Met1 routing:
Scale: 4 px per um.
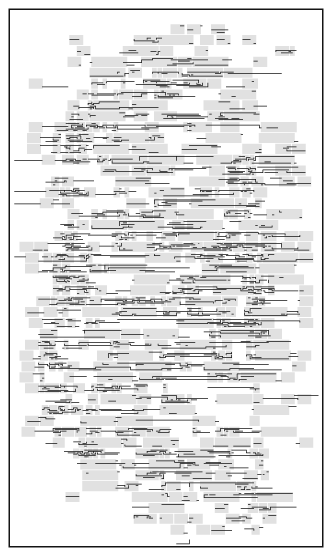
Signal wires on met2:
Scale: 4 px per um.
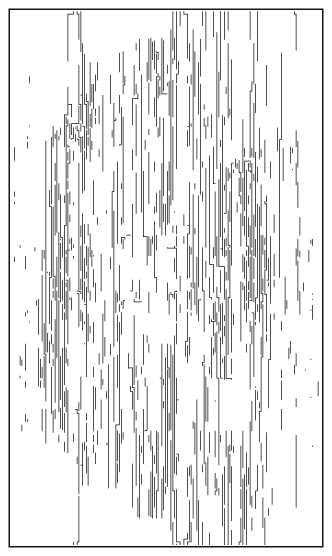
$ cat src/rtl/fp_addsub_round_stage.sv
`default_nettype none
// ============================================================================
// Module   : fp_addsub_round_stage
// Brief    : Two-stage round-and-pack for the FP add/sub datapath. It rounds
//            to nearest even, handles carry-out and exponent overflow, and
//            packs a binary32 word. Transfers use a valid/ready handshake.
//            Optional macro FPADDSUB_ROUND_MODES_EN adds the RM port
//            (RNE/RZ/RU/RD).
// Revision : 1.0 - initial release
// ============================================================================
module fp_addsub_round_stage #(
    parameter int EXP_W  = 8,
    parameter int FRAC_W = 23
) (
    input  logic                      clk,
    input  logic                      rst,
    input  logic                      in_valid,
    output logic                      in_ready,
    input  logic [FRAC_W+2:0]         M,
    input  logic                      St,
    input  logic [EXP_W-1:0]          E,
    input  logic                      S,
    input  logic                      NaN_in,
`ifdef FPADDSUB_ROUND_MODES_EN
    input  logic [1:0]                RM,
`endif
    output logic                      out_valid,
    input  logic                      out_ready,
    output logic [EXP_W+FRAC_W:0]     Z,
    output logic                      Ovf,
    output logic                      Inx
);

    localparam logic [EXP_W+FRAC_W:0] c_QNAN =
        {1'b0, {EXP_W{1'b1}}, 1'b1, {(FRAC_W-1){1'b0}}};
    localparam logic [EXP_W:0]        c_EXP_OVF = {1'b0, {EXP_W{1'b1}}};
    localparam logic [EXP_W-1:0]      c_EXP_INF = {EXP_W{1'b1}};
    localparam logic [EXP_W-1:0]      c_EXP_MAXF = {{(EXP_W-1){1'b1}}, 1'b0};

`ifdef FPADDSUB_ROUND_MODES_EN
    localparam logic [1:0] c_RM_RZ = 2'b01;
    localparam logic [1:0] c_RM_RU = 2'b10;
    localparam logic [1:0] c_RM_RD = 2'b11;
`endif

    // ------------------------------------------------------------------
    // Handshake
    // ------------------------------------------------------------------
    logic s1_valid_q;
    logic s2_valid_q;
    logic s1_adv;
    logic s2_adv;

    assign s2_adv    = !s2_valid_q || out_ready;
    assign s1_adv    = !s1_valid_q || s2_adv;
    assign in_ready  = s1_adv;
    assign out_valid = s2_valid_q;

    // ------------------------------------------------------------------
    // Stage 1: rounding increment
    // ------------------------------------------------------------------
    logic              w_lsb;
    logic              w_g;
    logic              w_rest;
    logic              w_inx1;
    logic              w_inc;
    logic              w_zero;
    logic [FRAC_W+1:0] w_sum;

    assign w_lsb  = M[2];
    assign w_g    = M[1];
    assign w_rest = M[0] | St;
    assign w_inx1 = w_g | M[0] | St;
    assign w_zero = (M == '0) && !St;
    assign w_sum  = {1'b0, M[FRAC_W+2:2]} + {{(FRAC_W+1){1'b0}}, w_inc};

    always_comb begin
        w_inc = w_g & (w_rest | w_lsb);
`ifdef FPADDSUB_ROUND_MODES_EN
        case (RM)
            c_RM_RZ: w_inc = 1'b0;
            c_RM_RU: w_inc = w_inx1 & !S;
            c_RM_RD: w_inc = w_inx1 & S;
            default: w_inc = w_g & (w_rest | w_lsb);
        endcase
`endif
    end

    logic [FRAC_W+1:0] s1_sum_q;
    logic              s1_inc_q;
    logic              s1_inx_q;
    logic              s1_zero_q;
    logic [EXP_W-1:0]  s1_e_q;
    logic              s1_s_q;
    logic              s1_nan_q;
`ifdef FPADDSUB_ROUND_MODES_EN
    logic [1:0]        s1_rm_q;
`endif

    always_ff @(posedge clk or posedge rst) begin
        if (rst) begin
            s1_valid_q <= 1'b0;
            s1_sum_q   <= '0;
            s1_inc_q   <= 1'b0;
            s1_inx_q   <= 1'b0;
            s1_zero_q  <= 1'b0;
            s1_e_q     <= '0;
            s1_s_q     <= 1'b0;
            s1_nan_q   <= 1'b0;
`ifdef FPADDSUB_ROUND_MODES_EN
            s1_rm_q    <= 2'b00;
`endif
        end else if (s1_adv) begin
            s1_valid_q <= in_valid;
            if (in_valid) begin
                s1_sum_q  <= w_sum;
                s1_inc_q  <= w_inc;
                s1_inx_q  <= w_inx1;
                s1_zero_q <= w_zero;
                s1_e_q    <= E;
                s1_s_q    <= S;
                s1_nan_q  <= NaN_in;
`ifdef FPADDSUB_ROUND_MODES_EN
                s1_rm_q   <= RM;
`endif
            end
        end
    end

    // ------------------------------------------------------------------
    // Stage 2: special cases, carry renormalisation, overflow, pack
    // ------------------------------------------------------------------
    logic                  w_carry;
    logic [EXP_W:0]        w_exp_ext;
    logic [FRAC_W-1:0]     w_frac;
    logic                  w_exp_ovf;
    logic                  w_sat_max;
    logic [EXP_W+FRAC_W:0] z_d;
    logic                  ovf_d;
    logic                  inx_d;

    assign w_carry   = s1_sum_q[FRAC_W+1];
    assign w_exp_ext = {1'b0, s1_e_q} + {{EXP_W{1'b0}}, w_carry};
    // On carry the sum is exactly 10.00..0, so the shifted field is zero.
    assign w_frac    = w_carry ? s1_sum_q[FRAC_W:1] : s1_sum_q[FRAC_W-1:0];
    assign w_exp_ovf = (w_exp_ext >= c_EXP_OVF);

`ifdef FPADDSUB_ROUND_MODES_EN
    // Directed modes rounding towards zero saturate at max finite.
    assign w_sat_max = (s1_rm_q == c_RM_RZ) ||
                       ((s1_rm_q == c_RM_RU) &&  s1_s_q) ||
                       ((s1_rm_q == c_RM_RD) && !s1_s_q);
`else
    assign w_sat_max = 1'b0;
`endif

    always_comb begin
        z_d   = {s1_s_q, w_exp_ext[EXP_W-1:0], w_frac};
        ovf_d = 1'b0;
        inx_d = s1_inx_q;
        if (s1_nan_q) begin
            z_d   = c_QNAN;
            inx_d = 1'b0;
        end else if (s1_zero_q) begin
            z_d   = {s1_s_q, {(EXP_W+FRAC_W){1'b0}}};
            inx_d = 1'b0;
        end else if (s1_e_q == '0) begin
            z_d   = {s1_s_q, {(EXP_W+FRAC_W){1'b0}}};
            inx_d = 1'b1;
        end else if (w_exp_ovf) begin
            ovf_d = 1'b1;
            inx_d = 1'b1;
            if (w_sat_max) begin
                z_d = {s1_s_q, c_EXP_MAXF, {FRAC_W{1'b1}}};
            end else begin
                z_d = {s1_s_q, c_EXP_INF, {FRAC_W{1'b0}}};
            end
        end
    end

    logic [EXP_W+FRAC_W:0] z_q;
    logic                  ovf_q;
    logic                  inx_q;

    always_ff @(posedge clk or posedge rst) begin
        if (rst) begin
            s2_valid_q <= 1'b0;
            z_q        <= '0;
            ovf_q      <= 1'b0;
            inx_q      <= 1'b0;
        end else if (s2_adv) begin
            s2_valid_q <= s1_valid_q;
            if (s1_valid_q) begin
                z_q   <= z_d;
                ovf_q <= ovf_d;
                inx_q <= inx_d;
            end
        end
    end

    assign Z   = z_q;
    assign Ovf = ovf_q;
    assign Inx = inx_q;

    // The increment is folded into the registered sum; only kept for debug.
    logic w_unused;
    assign w_unused = s1_inc_q;

endmodule
`default_nettype wire
$ cat config.mk
export PLATFORM = sky130hd
export DESIGN_NAME = fp_addsub_round_stage
export DESIGN_NICKNAME = d
export VERILOG_FILES = /design/src/rtl/fp_addsub_round_stage.sv
export SDC_FILE = /design/constraint.sdc
export NUM_CORES = 1
export LEC_CHECK = 0
export CORE_AREA = 2 2 76 132
export CTS_CLUSTER_DIAMETER = 30
export CTS_CLUSTER_SIZE = 12
export DETAILED_ROUTE_END_ITERATION = 6
export DIE_AREA = 0 0 78 134
export GPL_ROUTABILITY_DRIVEN = 0
export PLACE_DENSITY_LB_ADDON = 0.25
export SYNTH_ARGS = -nofsm -noshare
export SYNTH_HDL_FRONTEND = slang
export SYNTH_SLANG_ARGS = --single-unit
$ cat constraint.sdc
create_clock -name clk -period 3.65 [get_ports clk]
set_input_delay 1.095 -clock clk [delete_from_list [all_inputs] [get_ports clk]]
set_output_delay 1.095 -clock clk [all_outputs]
set_load 0.01 [all_outputs]
==> metrics.yaml <==
finish:
  areaGrowthSynthToFinish_pct: 31.47
  final_nets: 496
  drive_above_1_share_pct: 14.00
  mostFrequentLayoutCells: "clkdlybuf4s50_1, dfrtp_1, nand2_1"
  final_cells: 579
  antenna_cells: 0
  lay_top_count: "clkdlybuf4s50_1"
route:
  drc: 0
  drtIter0Drc: 124
  vias_per_cell: 5.425
  dr_total_vias: 3141
  ant_nets: 0
  finalWirelength_um: 9159
  post_drt_wl_per_cell_um: 15.82
  dr.pass1.iters: 4
final_timing:
  setup_viol: 0
  slew_viol_final: 0
  fmax_ghz: 0.2938
  period_used_pct: 93.26
  rsz0062_at_grt: "false"
  slew_headroom_pct: 52.85
  hold_violations: 0
  worst_pin_slew_ps: 704.8
  skew_ps: 5.656
  tns_ps: 0
  fin_crit_ps: 3404
global_routing:
  grt_first_pass_wirelength_um: 15350
  grt_max_degree: 45
  antenna_found_initial: 0
  grt_use_total_pct: 18.54
  grt.overflow.total: 0
  grt_pass1_vias: 3273
synthesis:
  mux_share_pct: 9.667
  ys_sh_xor_pct: 6.050
  synth-main-ff-cell: "dfrtp_1"
  synth-area-yosys_um2: 3909
  synthAoiAreaFrac_pct: 16.01
  ys_cells: 376
  edf_count: 0
  yosysSeqAreaShare_pct: 46.73
  synthCells: 376
  synth.avg_cell_area_um2: 10.40
  synth_cell_types: 46
  async_flop_share_pct: 100.0
  synth-simple-area-share_pct: 17.29
  ys_ff: 73
  syn_area_um2: 3909
  synth_nets: 420
  top_logic_kind: "simple AND/OR/NAND/NOR gates"
  fa_ha_area_share_pct: 0.9603
  yosysWarnings: 0
clocking:
  cts_setup_buffers: 0
  clock_path_buffers: 2
  postCtsHoldBufs: 0
  cts_tree: "yes"
  clkTransAtPathRegs_ps: 50
  cts_made_buffers: 9
  cts.htree.levels: 3
  cts-root-buf: "clkbuf_16"
  postCtsResizedCells: 0
  worstSkewPairLatency_ps: 320
  cts_sinks: 73
floorplanning:
  die_w_um: 78
  die_area_um2: 10450
  io_pins: 77
  fp-row-count: 47
  die_h_um: 134
  fp_util_pct: 41.54
  core_area_um2: 9409
status:
  outcome: "complete, no violations"
worst_setup_path:
  required_ps: 2550
  startpoint: "out_ready"
  r2r_start: "s1_sum_q[24]"
  crit_arrival_ps: 2310
  crit_fanout: 3
  reg2reg_slack_ps: 1350
  worstSetupPathType: "input port to primary output"
  endpoint_kind: "primary output"
  crit_path_start_kind: "input port"
placed_design:
  hpwlAfterDp_um: 6996
  portBuffers: 76
  dp_cells: 563
run:
  cap_violations: 0
  warnings: 26
power:
  p_per_area_nw_per_um2: 476.6
  leakage_nw: 2.070
  ir_drop_mv: 0.2290
worst_hold_path:
  hold_start: "Z[17]"
  hold_class: "register to register"
Back to the opening pictures, 'met1 routing':
- nets with wire on the layer: 426
- main direction: horizontal
- share of all routed wire: 39%
- wire length on this layer: 3,600 um
- longest straight run: 23.5 um

Back to the opening pictures, 'signal wires on met2':
- main direction: vertical
- wire length on this layer: 5,030 um
- nets with wire on the layer: 421

## state kept, by name, indices dropped and copies added, names as in the netlist
| signal | flops |
|---|---|
| s1_inx_q | 1 |
| s1_sum_q | 25 |
| s1_nan_q | 1 |
| Inx | 1 |
| s1_valid_q | 1 |
| Z | 32 |
| s1_zero_q | 1 |
| out_valid | 1 |
| s1_s_q | 1 |
| s1_e_q | 8 |
| Ovf | 1 |
## synth_stat cells (2+ instances only)
master	count	area share (%)
a21oi_1	5	0.64
and2_1	4	0.64
and3_1	6	0.96
and4_1	2	0.45
buf_2	4	0.51
buf_4	2	0.38
buf_6	2	0.58
clkbuf_1	15	1.4
dfrtp_1	73	47
ha_1	3	0.96
inv_1	3	0.29
mux2_2	11	3.2
mux2i_1	24	6.1
nand2_1	67	6.4
nand2b_1	4	0.64
nand3_1	12	1.5
nand4_1	14	2.2
nor2_1	12	1.2
nor3_1	3	0.38
nor4_1	7	1.1
o21a_1	2	0.38
o21ai_0	29	3.7
o221a_2	2	0.58
o41ai_1	6	1.3
o41ai_2	17	7.1
or4_1	2	0.38
xnor2_1	10	2.2
xor2_1	17	3.8
## area by class of cell
class | instances | area (um2)
Tap cell | 122 | 152.6
Clock inverter | 2 | 35.03
Fill cell | 852 | 4270
Multi-Input combinational cell | 276 | 1956
Inverter | 3 | 11.26
Clock buffer | 14 | 274.0
Timing Repair Buffer | 89 | 883.3
Sequential cell | 73 | 1827
## worst max-delay path: stages
cell and delay (ps):
clkdlybuf4s50_1 470, nor2b_1 50, nand2_1 120, clkdlybuf4s50_1 570
## layer usage
| metal | wire length (um) | GRT usage, % |
|---|---|---|
| met1 | 3603 | 20.69 |
| met3 | 307 | 2.490 |
| met5 | 0 | 0 |
| met2 | 5031 | 33.81 |
| met4 | 216 | 9.552 |
## worst paths after layout
kind,end,cells after the start
max in group asynchronous,s1_sum_q[2],3
min in group asynchronous,s1_e_q[2],2
min,Z[17],2
max,in_ready,4
min reg2reg,Z[17],2
max reg2reg,Z[21],8
## kinds of logic after synthesis
family / count (synthesis)
simple gates: 140
xor+xnor: 27
buf+inv: 27
compound gates: 70
fa+ha+maj: 3
flops: 73
mux: 36
## power by group
part | internal [W] | total [W] | leakage, nW | switching [W]
clock network | 0.000584 | 0.000886 | 0.153 | 0.000302
logic | 0.000292 | 0.000534 | 1.02 | 0.000242
registers | 0.000934 | 0.00103 | 0.894 | 0.0000961
## per-stage QoR
step	cell area (um2)	total power, W	utilization (%)	hold WS (ps)	setup WS [ps]
detailed placement	4830	0.001584	51.33	470.5	253.6
CTS	5139	0.002474	54.61	482.8	244.6
finish	5139	0.002449	54.61	478.9	246.0
global route	5139	0.002570	54.61	508.3	214.2
global placement	4830	0.001568	51.33	464.5	276.9
floorplan	3909	0.001301	-	449.2	701.7
Power is estimated from default activity; no workload was simulated.
